M3 wires:
Scale bar: 10 um. Cells faint in the background.
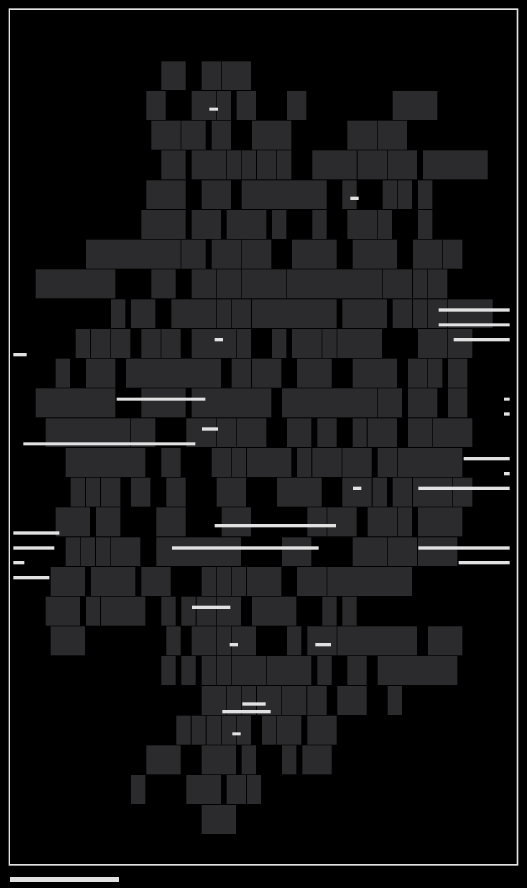
Signal wires on met1:
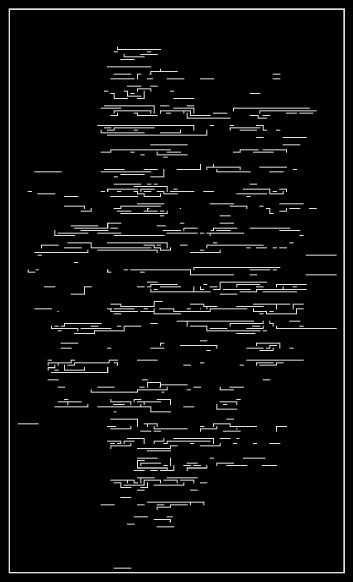
Register map, names as in the netlist:
Scale bar: 10 um.
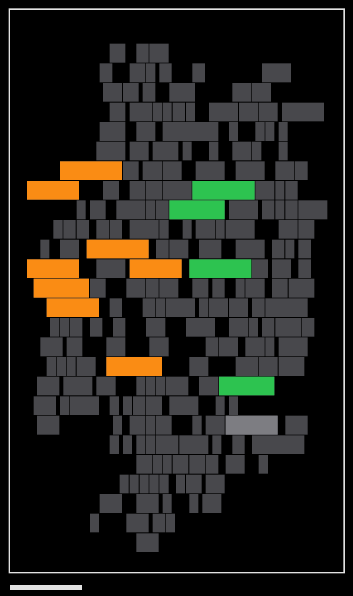
### src/rtl/control_unit.sv
// Multi-cycle processor controller: Moore FSM that sequences fetch, decode,
// ALU, memory and jump steps. Strobes are decoded from state, except pc_load.
module control_unit (
  input  logic       clk,
  input  logic       rst,
  input  logic       start,
  input  logic [7:0] opcode,
  input  logic       zero_flag,
  output logic [3:0] alu_sel,
  output logic       b_sel,
  output logic       ac_src,
  output logic       ir_load,
  output logic       pc_inc,
  output logic       pc_load,
  output logic       ac_load,
  output logic       mem_rd,
  output logic       mem_wr,
  output logic       done,
  output logic       illegal
);

  typedef enum logic [3:0] {
    IDLE, FETCH, FETCH_WAIT, DECODE, EXEC, ALU_WAIT,
    MEM_RD, MEM_WAIT, MEM_WR, JUMP, HALT
  } state_t;

  state_t     r_state;
  state_t     w_next_state;
  logic [7:0] r_op;
  logic       r_illegal;
  logic       w_set_illegal;
  logic [3:0] w_alu_sel;
  logic       w_b_sel;

  always_ff @(posedge clk) begin
    if (rst) begin
      r_state   <= IDLE;
      r_op      <= 8'h00;
      r_illegal <= 1'b0;
    end else begin
      r_state <= w_next_state;
      // Opcode is only guaranteed during DECODE, so keep a copy for EXEC/ALU_WAIT/JUMP
      if (r_state == DECODE) r_op <= opcode;
      if (w_set_illegal) r_illegal <= 1'b1;
    end
  end

  always_comb begin
    w_next_state  = r_state;
    w_set_illegal = 1'b0;
    case (r_state)
      IDLE:       if (start) w_next_state = FETCH;
      FETCH:      w_next_state = FETCH_WAIT;
      FETCH_WAIT: w_next_state = DECODE;
      DECODE: begin
        case (opcode)
          8'h00:                          w_next_state = FETCH;
          8'h01, 8'h02, 8'h03, 8'h04,
          8'h05, 8'h06, 8'h07, 8'h08:     w_next_state = EXEC;
          8'h09:                          w_next_state = MEM_RD;
          8'h0A:                          w_next_state = MEM_WR;
          8'h0B, 8'h0C:                   w_next_state = JUMP;
          8'h0F:                          w_next_state = HALT;
          default: begin
            w_set_illegal = 1'b1;
            w_next_state  = FETCH;
          end
        endcase
      end
      EXEC:       w_next_state = ALU_WAIT;
      ALU_WAIT:   w_next_state = FETCH;
      MEM_RD:     w_next_state = MEM_WAIT;
      MEM_WAIT:   w_next_state = FETCH;
      MEM_WR:     w_next_state = FETCH;
      JUMP:       w_next_state = FETCH;
      HALT:       w_next_state = HALT;
      default:    w_next_state = IDLE;
    endcase
  end

  always_comb begin
    w_alu_sel = 4'b0000;
    w_b_sel   = 1'b0;
    case (r_op)
      8'h02:   w_alu_sel = 4'b0001;
      8'h03: begin w_alu_sel = 4'b0001; w_b_sel = 1'b1; end
      8'h04:   w_alu_sel = 4'b0010;
      8'h05: begin w_alu_sel = 4'b0010; w_b_sel = 1'b1; end
      8'h06:   w_alu_sel = 4'b0011;
      8'h07:   w_alu_sel = 4'b0100;
      8'h08:   w_alu_sel = 4'b0101;
      default: w_alu_sel = 4'b0000;
    endcase
  end

  always_comb begin
    alu_sel = 4'b0000;
    b_sel   = 1'b0;
    ac_src  = 1'b0;
    ir_load = 1'b0;
    pc_inc  = 1'b0;
    pc_load = 1'b0;
    ac_load = 1'b0;
    mem_rd  = 1'b0;
    mem_wr  = 1'b0;
    done    = 1'b0;
    illegal = r_illegal;
    case (r_state)
      FETCH:      mem_rd = 1'b1;
      FETCH_WAIT: begin ir_load = 1'b1; pc_inc = 1'b1; end
      EXEC: begin
        alu_sel = w_alu_sel;
        b_sel   = w_b_sel;
      end
      ALU_WAIT: begin
        alu_sel = w_alu_sel;
        b_sel   = w_b_sel;
        ac_load = 1'b1;
      end
      MEM_RD:     mem_rd = 1'b1;
      MEM_WAIT:   begin ac_load = 1'b1; ac_src = 1'b1; end
      MEM_WR:     mem_wr = 1'b1;
      // Only JMP (0x0C) and JMPZ (0x0B) reach JUMP; JMPZ uses the live zero flag
      JUMP:       pc_load = (r_op == 8'h0C) || zero_flag;
      HALT:       done = 1'b1;
      default:    ;
    endcase
  end

endmodule

### config.mk
export PLATFORM = sky130hd
export DESIGN_NAME = control_unit
export DESIGN_NICKNAME = d
export VERILOG_FILES = /design/src/rtl/control_unit.sv
export SDC_FILE = /design/constraint.sdc
export NUM_CORES = 1
export LEC_CHECK = 0
export ABC_AREA = 1
export CORE_ASPECT_RATIO = 1.75
export CORE_MARGIN = 2
export CORE_UTILIZATION = 30
export CTS_BUF_LIST = sky130_fd_sc_hd__clkbuf_4
export DETAILED_ROUTE_END_ITERATION = 8
export MAX_ROUTING_LAYER = met4
export SKIP_LAST_GASP = 1
export SLEW_MARGIN = 20
export SYNTH_ARGS = -nofsm -noshare
export SYNTH_HDL_FRONTEND = slang
export SYNTH_SLANG_ARGS = --single-unit
### constraint.sdc
create_clock -name clk -period 1.4 [get_ports clk]
set_input_delay 0.42 -clock clk [delete_from_list [all_inputs] [get_ports clk]]
set_output_delay 0.42 -clock clk [all_outputs]
set_load 0.005 [all_outputs]
==> results_dict.tcl <==
# flow metrics
set metrics [dict create \
    status "complete, but fails checks" \
    failed_checks "setup timing" \
    max_stage_delay_ns 0.31 \
    slowest_stage "dfxtp_1" \
    placed_cells 238 \
    overflow 0 \
    dieArea_um2 3618 \
    crit_cells 7 \
    r2r_cells 8 \
    antenna_found_initial 0 \
    fin_util_pct 55.28 \
    chipWidth_um 46.34 \
    crit_family "buffers and inverters" \
    p_per_area_nw_per_um2 601.2 \
    path_buffers 3 \
    area_growth_pct 73.94 \
    syn_area_um2 940.9 \
    cts_tree "done" \
    final_cell_area_um2 1637 \
    track_usage_pct 18.09 \
    routedWlPerCell_um 11.75 \
    min_from "illegal$_SDFFE_PP0P_" \
    yosysWarningCount 0 \
    whs_path_depth 2 \
    hold_path_class "reg -> reg" \
    tool_warnings 28 \
    power.total_uw 983.9 \
    root_buffer "clkbuf_4" \
    fp.coreArea_um2 2960 \
    die_h_um 78.09 \
    ant_nets 0 \
    viasPerCell 4.799 \
    peakVddDrop_mv 0.6890 \
    r2r-start "r_state[3]$_SDFFE_PP0P_" \
    ys_seq_share_pct 27.66 \
    crit_type "reg -> out" \
    rows 26 \
    topCellsByArea "dfxtp_1 (28%), nor2_1 (14%), inv_1 (7.6%)" \
    drv_slew 0 \
    ys_types 28 \
    first_iter_violations 37 \
    vias 1219 \
    crit_chain "nor2_1 > nand2_2 > inv_4 > buf_4 > nand4_1 > a31oi_1 > buf_2" \
    place.gp.congestion 0.8280 \
    cp-start-kind "register" \
    fmax_mhz 553.3 \
    fin_cells 254 \
    clk_pin_slew_ns 0.08 \
    ys_cells 147 \
    period_used_pct 129.1 \
    cts_max_path_buffers 2 \
    syn-instance-count 147 \
    flop_cell "dfxtp_1" \
    layout_setup_ws_ns -0.4073 \
    finalClockSkew_ns 0.002545 \
    synth_top_area_share_pct 27.66 \
    dr.pass1.iters 4 \
    hold_viol_final 0 \
    syn_area_per_cell_um2 6.401 \
    dpl-instance-area_um2 1409 \
    edf_count 0 \
    drc 0 \
    dp_slack_ns -0.5518 \
    yosysTopAreaCell "dfxtp_1" \
    cp_max_fo 4 \
    floorplan.io_pins 26 \
    worst_setup_path_end_kind "output port" \
    maxCapViolCount 0 \
    clkLatencyLatePin_ns 0.28 \
    cts.sinks 13 \
    rsz0062_at_grt "yes" \
    fp_util_pct 31.78 \
    drive_above_1_share_pct 52.83 \
    wl_um 2985 \
    port_buffers 24 \
    diodes 0 \
    cts_made_buffers 3 \
    fin_nets 225 \
    cp.arrival_ns 1.39 \
    ys.flops 13 \
    crit_start "r_op[4]$_SDFFE_PP0P_" \
    hold_buffers 0 \
    synth_nets 159 \
    dpl.hpwl_um 2094 \
    htreeDepth 1 \
    grt_pass1_wl_um 4919 \
    critPathRequiredTime_ns 0.98 \
    grt_max_degree 10 \
    finalCriticalPeriod_ns 1.807 \
    synth_async_sr_flop_share_pct 0 \
    grt_pass1_vias 1189 \
    setup_viol 12 \
    power.leakage_uw 0.0008149 \
    ys_area_um2 940.9 \
]
-- 'M3 wires' (at the start) --
The wires run mostly horizontal. The longest straight run is 15.4 um. The layer holds 3.8% of the routed length.

-- 'signal wires on met1' (at the start) --
The layer carries 1060 um of wire. The longest straight run is 13.8 um.

-- 'register map, names as in the netlist' (at the start) --
`r_state`: shown in green, placed flops 4. `r_op`: shown in orange, placed flops 8, where west.
Another 1 sequential cells are not coloured.

-- final cells by class --
| class | count | area [um^2] |
|---|---|---|
| multi-input cells | 109 | 698.2 |
| inverters | 24 | 95.09 |
| repair buffers | 62 | 480.5 |
| well taps | 42 | 52.55 |
| flip-flops and latches | 13 | 280.3 |
| fillers | 297 | 1324 |
| clock buffers | 4 | 30.03 |
-- through the flow --
step / hold WS [ns] / setup TNS [ns]
CTS: 0.4521 / -3.117
global route: 0.4698 / -3.725
floorplan: 0.4405 / 0
finish: 0.4462 / -2.747
global placement: 0.4347 / -6.217
detailed placement: 0.4424 / -6.593
-- cells in the final DEF (no fill, tap or decap), drive strengths merged --
cell type | synthesis | layout
nand3b | 1 | 1
a31oi | 1 | 1
o41ai | 1 | 1
conb | 1 | 1
o211ai | 1 | 1
inv | 24 | 24
nand4 | 5 | 5
clkbuf | 0 | 4
dlygate4sd2 | 0 | 9
and2 | 1 | 1
nor4 | 2 | 2
a22oi | 1 | 1
dfxtp | 13 | 13
a21oi | 13 | 13
nor3 | 2 | 2
nor2 | 39 | 41
clkdlybuf4s50 | 0 | 3
nand2 | 24 | 24
buf | 3 | 50
o21ai | 11 | 11
nand3 | 4 | 4
-- repair_timing --
item / in CTS / in global routing
gates cloned: 2 / 0
gates resized: 104 / 11
buffers inserted: 7 / 4
pin swaps: 17 / 10
endpoints found under the setup margin: 20 / 14
-- sequential cells by signal (all words and copies together) (netlist names) --
name and count:
illegal 1, r_op 8, r_state 4
-- metal layers --
layer | routed length [um] | track usage, % | vias to the layer above
li1 | - | - | 607
met5 | 0 | - | -
met1 | 1061 | 17.56 | 566
met2 | 1727 | 33.33 | 34
met4 | 81 | 5.429 | 0
met3 | 114 | 3.908 | 12
-- report_power, final --
group	total (uW)	switching, uW	internal, uW
sequential	410	22.8	387
combinational	323	164	159
clock	250	120	130
total	984	307	676
-- cell families after synthesis --
logic type      synth area share (%)
compound gates                 17.56
buf+inv                        13.30
simple gates                   41.09
other cells                   0.3986
flops                          27.66
-- cells in the mapped netlist (4+ instances only) --
cell type	instances
a21oi_1	10
dfxtp_1	13
inv_1	19
inv_2	5
nand2_1	19
nand3_1	4
nand4_1	5
nor2_1	34
nor2_2	4
o21ai_0	6
o21ai_1	4
-- path summary, 6_finish.rpt --
check / end / slack, ns
min: illegal$_SDFFE_PP0P_ / 0.45
min reg2reg: illegal$_SDFFE_PP0P_ / 0.45
max: alu_sel[0] / -0.41
max reg2reg: r_op[5]$_SDFFE_PP0P_ / 0.11
-- worst register-to-register path, delay by kind of cell (launching register included) --
| family | cells | cell delay, ns |
|---|---|---|
| DFF | 1 | 0.38 |
| and+or+nand+nor | 4 | 0.39 |
| buffers and inverters | 4 | 0.41 |
